**src/rtl/cs_loader_sequencer.sv**
```systemverilog
// Control-store engine: copies microcode EPROM into RAM after reset, optionally
// read-back verifies it, then sequences microinstructions into a registered word.
//
// state    | meaning
// ---------+-----------------------------------------------------------------
// S_COPY   | RAM write strobe low, stepping cs_addr 0..DEPTH-1 copying ROM words
// S_VERIFY | comparing RAM read-back against ROM, one address per cycle
// S_RUN    | sequencing microinstructions, cs_ready high
// S_HALT   | HALT_ADDR reached, outputs frozen until reset
// S_FAULT  | verify mismatch or parity error, outputs frozen until reset
module cs_loader_sequencer #(
    parameter int                    CS_WIDTH   = 64,
    parameter int                    ADDR_WIDTH = 8,
    parameter int                    NEXT_LSB   = 25,
    parameter logic [ADDR_WIDTH-1:0] START_ADDR = '0,
    parameter logic [ADDR_WIDTH-1:0] HALT_ADDR  = 8'hFE,
    parameter bit                    VERIFY     = 1'b1,
    parameter bit                    PARITY     = 1'b0
) (
    input  logic                  clk,
    input  logic                  _reset,
    input  logic                  advance,
    input  logic [ADDR_WIDTH-1:0] ir,
    input  logic [CS_WIDTH-1:0]   rom_data,
    input  logic [CS_WIDTH-1:0]   ram_rdata,
    output logic [ADDR_WIDTH-1:0] cs_addr,
    output logic [CS_WIDTH-1:0]   ram_wdata,
    output logic                  ram__w,
    output logic [CS_WIDTH-1:0]   cs_data,
    output logic                  cs_ready,
    output logic                  halted,
    output logic                  fault,
    output logic [ADDR_WIDTH-1:0] fault_addr
);

    typedef enum logic [2:0] {
        S_COPY   = 3'd0,
        S_VERIFY = 3'd1,
        S_RUN    = 3'd2,
        S_HALT   = 3'd3,
        S_FAULT  = 3'd4
    } state_t;

    localparam logic [ADDR_WIDTH-1:0] LAST_ADDR = '1;

    state_t                state, state_nxt;
    logic [ADDR_WIDTH-1:0] addr_nxt;
    logic [CS_WIDTH-1:0]   data_nxt;
    logic [ADDR_WIDTH-1:0] faddr_nxt;
    logic [ADDR_WIDTH-1:0] next_field;
    logic                  parity_bad;

    assign next_field = ram_rdata[NEXT_LSB +: ADDR_WIDTH];
    assign parity_bad = PARITY && !(^ram_rdata);

    always_ff @(posedge clk) begin
        if (!_reset) begin
            state      <= S_COPY;
            cs_addr    <= '0;
            cs_data    <= '0;
            fault_addr <= '0;
        end else begin
            state      <= state_nxt;
            cs_addr    <= addr_nxt;
            cs_data    <= data_nxt;
            fault_addr <= faddr_nxt;
        end
    end

    always_comb begin
        state_nxt = state;
        addr_nxt  = cs_addr;
        data_nxt  = cs_data;
        faddr_nxt = fault_addr;
        case (state)
            S_COPY: begin
                // Wrap to 0 is the natural increment; the verify pass starts there.
                addr_nxt = cs_addr + 1'b1;
                if (cs_addr == LAST_ADDR) begin
                    if (VERIFY) begin
                        state_nxt = S_VERIFY;
                    end else begin
                        state_nxt = S_RUN;
                        addr_nxt  = START_ADDR;
                    end
                end
            end
            S_VERIFY: begin
                if (ram_rdata != rom_data) begin
                    state_nxt = S_FAULT;
                    faddr_nxt = cs_addr;
                end else if (cs_addr == LAST_ADDR) begin
                    state_nxt = S_RUN;
                    addr_nxt  = START_ADDR;
                end else begin
                    addr_nxt = cs_addr + 1'b1;
                end
            end
            S_RUN: begin
                // Parity fault takes priority over halt detection on the same edge.
                if (advance && parity_bad) begin
                    state_nxt = S_FAULT;
                    faddr_nxt = cs_addr;
                end else if (cs_addr == HALT_ADDR) begin
                    state_nxt = S_HALT;
                end else if (advance) begin
                    data_nxt = ram_rdata;
                    addr_nxt = (next_field == '0) ? ir : next_field;
                end
            end
            default: ;
        endcase
    end

    // Strobe is gated by reset so no write occurs while reset is held.
    assign ram__w    = !((state == S_COPY) && _reset);
    assign ram_wdata = rom_data;
    assign cs_ready  = (state == S_RUN) || (state == S_HALT);
    assign halted    = (state == S_HALT);
    assign fault     = (state == S_FAULT);

endmodule
```
**config.mk**
```make
export PLATFORM = sky130hd
export DESIGN_NAME = cs_loader_sequencer
export DESIGN_NICKNAME = d
export VERILOG_FILES = /design/src/rtl/cs_loader_sequencer.sv
export SDC_FILE = /design/constraint.sdc
export NUM_CORES = 1
export LEC_CHECK = 0
export CORE_MARGIN = 4
export CORE_UTILIZATION = 34
export DETAILED_ROUTE_END_ITERATION = 8
export GPL_ROUTABILITY_DRIVEN = 0
export PLACE_DENSITY = 0.78
export SETUP_SLACK_MARGIN = 0.3
export SYNTH_ARGS = -nofsm -noshare
export SYNTH_HDL_FRONTEND = slang
export SYNTH_SLANG_ARGS = --single-unit
```
**constraint.sdc**
```tcl
create_clock -name clk -period 1.73 [get_ports clk]
set_input_delay 0.346 -clock clk [delete_from_list [all_inputs] [get_ports clk]]
set_output_delay 0.346 -clock clk [all_outputs]
set_load 0.005 [all_outputs]
```
Fig. 1: run 1, wire density map
25 x 25 tiles, from dark blue (low) to red (high), scaled to the fullest tile. Values are wire area over tile area, all layers added.
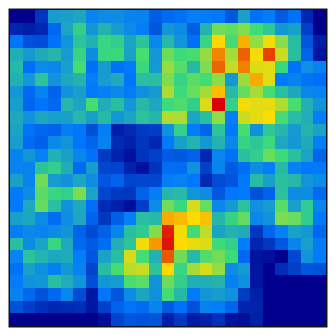
emptiest ninth of the die: south-east
mean over tiles: 0.27
tiles over half the peak: 17%
nearly empty tiles: 5.3%
fullest tile: 0.81
vias: 5899
GRT Util Overall: 24.7%
wire per inst: 21.9 um
total routed wirelength: 24.5 mm

Fig. 2: run 1, PDN straps and rails
The bar under the picture is 20 um long. Pins as bars on the die edge. Tap cells in gray.
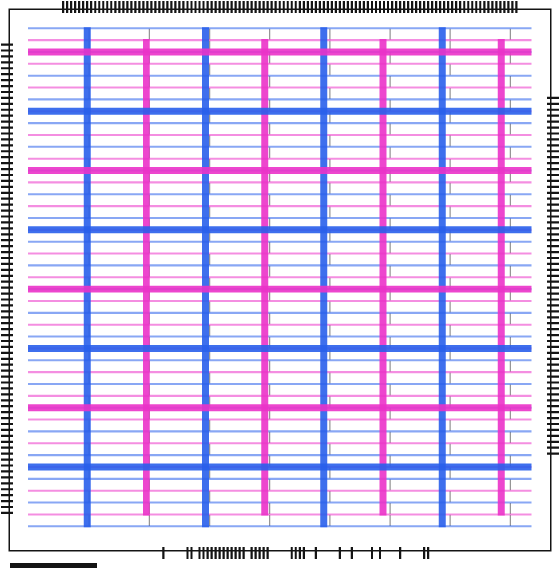
[magenta] VDD
[blue] VSS
met1 rails: 43
met5 straps: 8
met4 straps: 8
tap cells: 176
core box area: 13200 um2
peak supply drop: 0.000444 V
die width: 124 um
DIE HEIGHT: 124 um

==> results.yml, run 1 <==
# implementation run metrics
worst_setup_path:
  cp.arrival_ns: 2.04
  cp_max_fo: 8
synthesis:
  syn_avg_cell_area_um2: 7.71
  ff_type: "dfxtp_1"
  synth_cells: 592
  synth_top_area_share_pct: 36.4
  largest_area_cell: "dfxtp_1"
  synth.distinct_cells: 42
pwr:
  leakage_nw: 4.44
final_timing:
  fmaxAchievable_mhz: 550
  drv_slew: 0
  slew_headroom_pct: 66.8
  setup-violations-final: 18
  worst_slack_ns: -0.0871
status:
  violations: "setup timing"
  status: "finished, violations left"
global_route:
  grt_pass1_wl_mm: 28.4
  overflow: 0
  grtUsageMet1_pct: 30.7
routing:
  via_per_inst: 5.29
cts:
  clock-root-buffer: "clkbuf_16"
  clk_path_buf_depth: 2
  cts.sinks: 83
finish:
  nNetsFinal: 1078
  areaGrowthSynthToFinish_pct: 119
  ff_latch_area_um2: 1700
placed_design:
  dp_hpwl_mm: 15.2
Fig. 3: run 1, placed cells, one color a class
Fill, decap, tap and diode cells in gray.
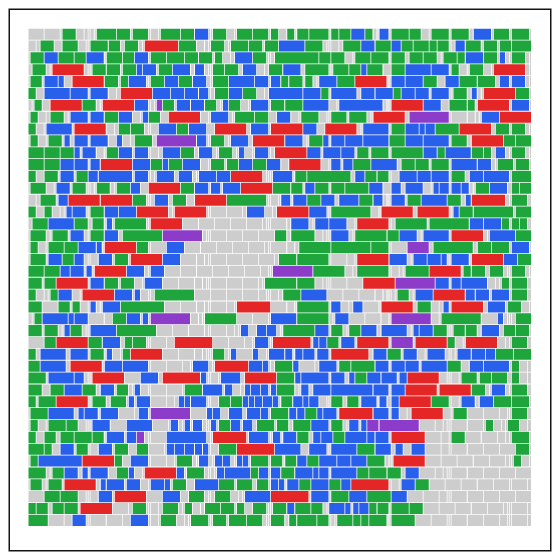
[blue] all other logic | cells: 416
[red] flip-flops | cells: 83
[green] other buffers and delay cells | cells: 427
[purple] clock drivers and dummy loads | cells: 14
Final Util: 75.6%
Rows: 42
fraction of area in registers: 17.0%
fin area: 9980 um2

Fig. 4: run 1, nets reached from selected ports
The bar under the picture is 20 um long.
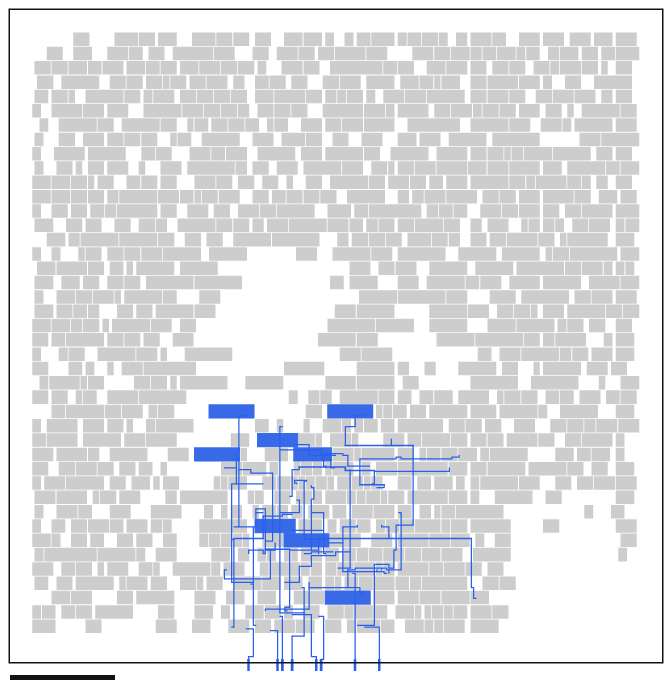
[blue] cs_addr | bits: 8 | direction: output | edge: south | end cells: 8 | buffers: 16 | wire: 731 um

run 1: metal layers:
metal	vias to the layer above	share of wire, %
li1	2632	-
met1	2806	37
met2	372	50
met3	89	8.8
met4	0	4.6
met5	-	0
run 1: report_power, final:
group	internal (mW)	switching, mW	total (mW)
registers	1.91	0.0115	1.92
logic	0.588	0.449	1.04
clock network	1.03	0.789	1.82
run 1: flip-flops by register name (all words and copies together), names as in the netlist:
name / cells
cs_addr: 8
cs_data: 64
fault_addr: 8
state: 3
run 1: final cells by class:
class                      count  share of cell area (%)
clock buffer                  12                    2.57
sequential                    83                    17.0
tap                          176                    2.21
timing repair buffer         427                    40.9
multi-input combinational    410                    36.9
clock inverter                 2                   0.125
inverter                       6                   0.276
run 1: cells by family (layout without fill, tap and decap cells):
| family | after synthesis | count (layout) | synth area share (%) |
|---|---|---|---|
| buffers and inverters | 99 | 447 | 13.8 |
| adders and majority gates | 2 | 2 | 0.548 |
| xor gates and xnor gates | 64 | 64 | 12.3 |
| DFF | 83 | 83 | 36.4 |
| muxes | 2 | 2 | 0.439 |
| and+or+nand+nor | 218 | 218 | 21.2 |
| AOI/OAI and AO/OA | 124 | 124 | 15.3 |
run 1: critical path: stages:
cell,delay (ns)
clkdlybuf4s15_2,0.22
xnor2_2,0.17
nand4_1,0.22
nor4_4,0.37
nand4_1,0.17
buf_6,0.19
buf_8,0.15
a21oi_2,0.14
nor2_1,0.06
run 1: layout by cell type (no fill, tap or decap), types with 8 or more instances in the layout:
master           count
xnor2_2             32
nand2_2             18
clkbuf_16           19
buf_8                8
clkbuf_2            18
buf_4               85
xnor2_1             30
nand4_1             20
o21ai_2             10
dlymetal6s2s_1       8
buf_12              13
nand2_1             58
buf_2               39
clkdlybuf4s15_1     18
buf_6               34
nand3_2              8
dlygate4sd2_1      126
clkdlybuf4s15_2     25
nand2_4             77
a21oi_2             68
a21oi_1             19
clkdlybuf4s50_1     40
dfxtp_1             69
run 1: stage by stage:
| step | setup slack, ns | cells | utilization [%] |
|---|---|---|---|
| global route | -0.134 | 1116 | 75.6 |
| finish | -0.0871 | 1116 | 75.6 |
| detailed placement | -0.998 | 1050 | 60.3 |
| CTS | -0.00523 | 1081 | 64.0 |
| global placement | -0.946 | 1050 | 60.3 |
| floorplan | 0.0225 | 592 | - |
run 1: timing repair:
item                                    in CTS  in global routing
pin swaps                                   97                175
endpoints found under the setup margin     231                101
cloned                                       3                 15
endpoints found under the hold margin        0                  0
gates resized                              543                341
buffers inserted                            14                 20
run 1: worst paths after layout:
kind	from	endpoint	slack, ns	depth (start not counted)
setup / recovery	ram_rdata[57]	state[2]	-0.09	9
hold / removal	ram_rdata[45]	cs_data[45]	0.27	3
setup reg to reg	cs_addr[0]	cs_addr[6]	0	8
hold reg to reg	cs_data[1]	cs_data[1]	0.45	2
Fig. 5: run 1, cell placement
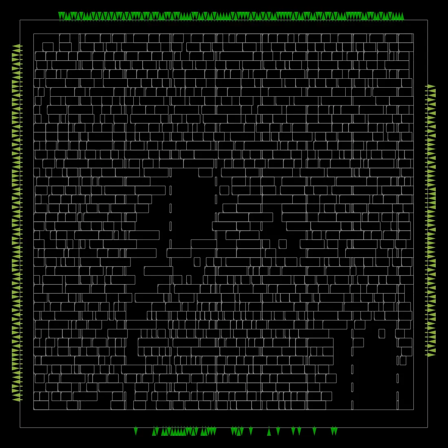

## Run 2: what changed since run 1
--- a/config.mk
+++ b/config.mk
@@ -5,11 +5,13 @@
 export SDC_FILE = /design/constraint.sdc
 export NUM_CORES = 1
 export LEC_CHECK = 0
+export CELL_PAD_IN_SITES_DETAIL_PLACEMENT = 0
+export CELL_PAD_IN_SITES_GLOBAL_PLACEMENT = 1
 export CORE_MARGIN = 4
-export CORE_UTILIZATION = 34
+export CORE_UTILIZATION = 23
 export DETAILED_ROUTE_END_ITERATION = 8
 export GPL_ROUTABILITY_DRIVEN = 0
-export PLACE_DENSITY = 0.78
+export PLACE_DENSITY_LB_ADDON = 0.1
 export SETUP_SLACK_MARGIN = 0.3
 export SYNTH_ARGS = -nofsm -noshare
 export SYNTH_HDL_FRONTEND = slang
Fig. 6: run 2, cell placement
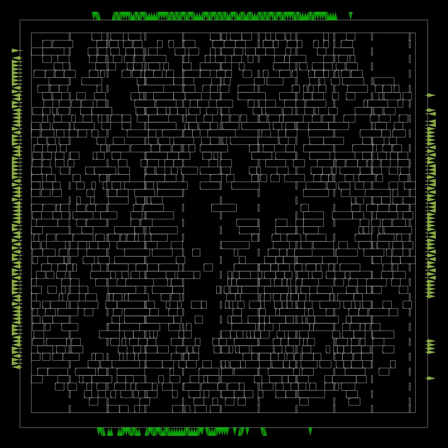
Non-Filler Instances: 1226
tapcells inserted: 265
Seq Cell Count: 83

Fig. 7: run 2, PDN straps and rails
The bar under the picture is 50 um long. Pins as bars on the die edge. Tap cells in gray.
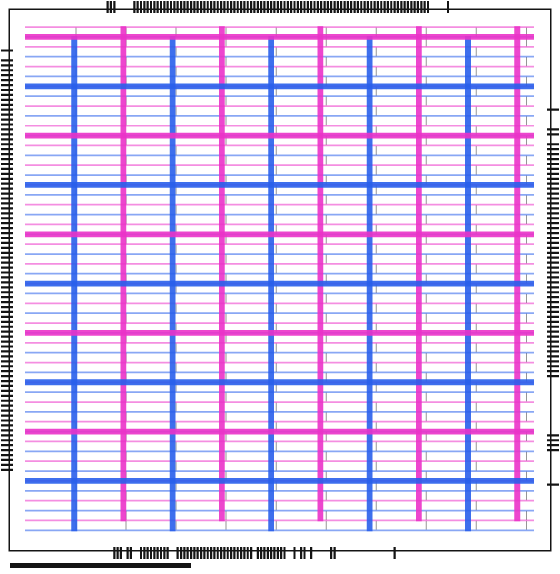
core box area: 19500 um2
die width: 149 um
DIE HEIGHT: 149 um

==> results.yml, run 2 <==
# implementation run metrics
finish:
  largest_registers: "cs_data x64, cs_addr x8, fault_addr x8"
  final_cell_mix: "dlygate4sd2_1, buf_4, nand2_4"
  nNetsFinal: 1097
  lay_top_count: "dlygate4sd2_1"
  areaGrowthSynthToFinish_pct: 129
  design_area_um2: 10400
  largest_reg_flops: 64
final_timing:
  drv_slew: 0
  fmaxAchievable_mhz: 554
  worst_slack_ns: -0.0746
  slew_headroom_pct: 71.4
  setup-violations-final: 9
routing:
  routed-wl-met2_mm: 11.9
  met3WireLength_mm: 1.65
  dr_total_vias: 5533
  top_layer: "met4"
  via_per_inst: 4.51
status:
  status: "finished, violations left"
  violations: "setup timing"
cts:
  cts.sinks: 83
  clk_path_buf_depth: 2
worst_setup_path:
  path_common_cell: "nand4_1"
  cpMaxStageDelayCell: "nor4_4"
  cp_max_fo: 8
  cp.arrival_ns: 2.09
  path_delay_family: "simple AND/OR/NAND/NOR gates"
  worstPathCellList: "clkdlybuf4s15_1 > xnor2_2 > nand4_1 > nor4_4 > nand4_1 > buf_6 > buf_12 > o21ai_4 > a31o_1"
  path_buffers: 3
placed_design:
  dp_hpwl_mm: 17.1
  dp_cells: 1146
synthesis:
  ff_type: "dfxtp_1"
  largest_area_cell: "dfxtp_1"
  synth_top_area_share_pct: 36.4
  async_flop_share_pct: 0
pwr:
  ir_worst_vdd_v: 0.000483
  leakage_nw: 4.61
global_route:
  grt_pass1_wl_mm: 35.0
  grt_usage_pct: 20.8
die:
  num_rows: 51
## run 2: cell counts after synthesis
Identical to the previous run, type by type.
## run 2: worst paths after layout
check	start	endpoint	slack, ns	cells past startpoint
worst max-delay path	ram_rdata[57]	state[0]	-0.07	9
worst min-delay path	ram_rdata[36]	cs_data[36]	0.26	3
worst max register to register	cs_addr[0]	cs_data[37]	0.06	10
worst min register to register	cs_data[58]	cs_data[58]	0.45	2
## run 2: cell families (layout without fill, tap and decap cells)
family	after synthesis	count (layout)	share of synthesized area, %
mux	2	2	0.439
flops	83	83	36.4
buf+inv	99	468	13.8
fa+ha+maj	2	2	0.548
xor+xnor	64	64	12.3
simple gates	218	218	21.2
compound gates	124	124	15.3
## run 2: area by class of cell
class / count / area (um2) / area share (%)
inverters: 6 / 30.0 / 0.287
multi-input cells: 410 / 3680 / 35.2
clock buffers: 12 / 256 / 2.46
clock inverters: 4 / 120 / 1.15
repair buffers: 446 / 4330 / 41.4
flip-flops and latches: 83 / 1700 / 16.3
well taps: 265 / 332 / 3.17
## run 2: timing repair
action,CTS,global route
pin swaps,216,57
gates cloned,15,1
buffers inserted,30,18
gates resized,751,145
endpoints found under the setup margin,231,101
## run 2: per-stage QoR
stage,setup slack [ns],utilization (%)
finish,-0.0746,53.7
global route,-0.144,53.7
CTS,-0.0107,50.9
detailed placement,-1.06,41.5
global placement,-1.14,41.5
floorplan,0.0225,-
## run 2: routing by layer
metal	track usage (%)	up-vias
met2	36.5	232
met3	4.83	33
met5	0	-
li1	-	2677
met4	5.81	0
met1	25.5	2591
## run 2: tightest hold or removal path: cells and delay by family
kind            cells  cell delay (ns)
buf+inv             1             0.11
simple gates        1             0.06
compound gates      1             0.05
## run 2: report_power, final
group	switching (mW)	internal, mW	total [mW]
sequential	0.00923	1.91	1.92
combinational	0.438	0.597	1.04
clock	0.833	1.64	2.47
total	1.28	4.15	5.43
Power figures rest on the tool's default switching activity, not on a simulated workload.
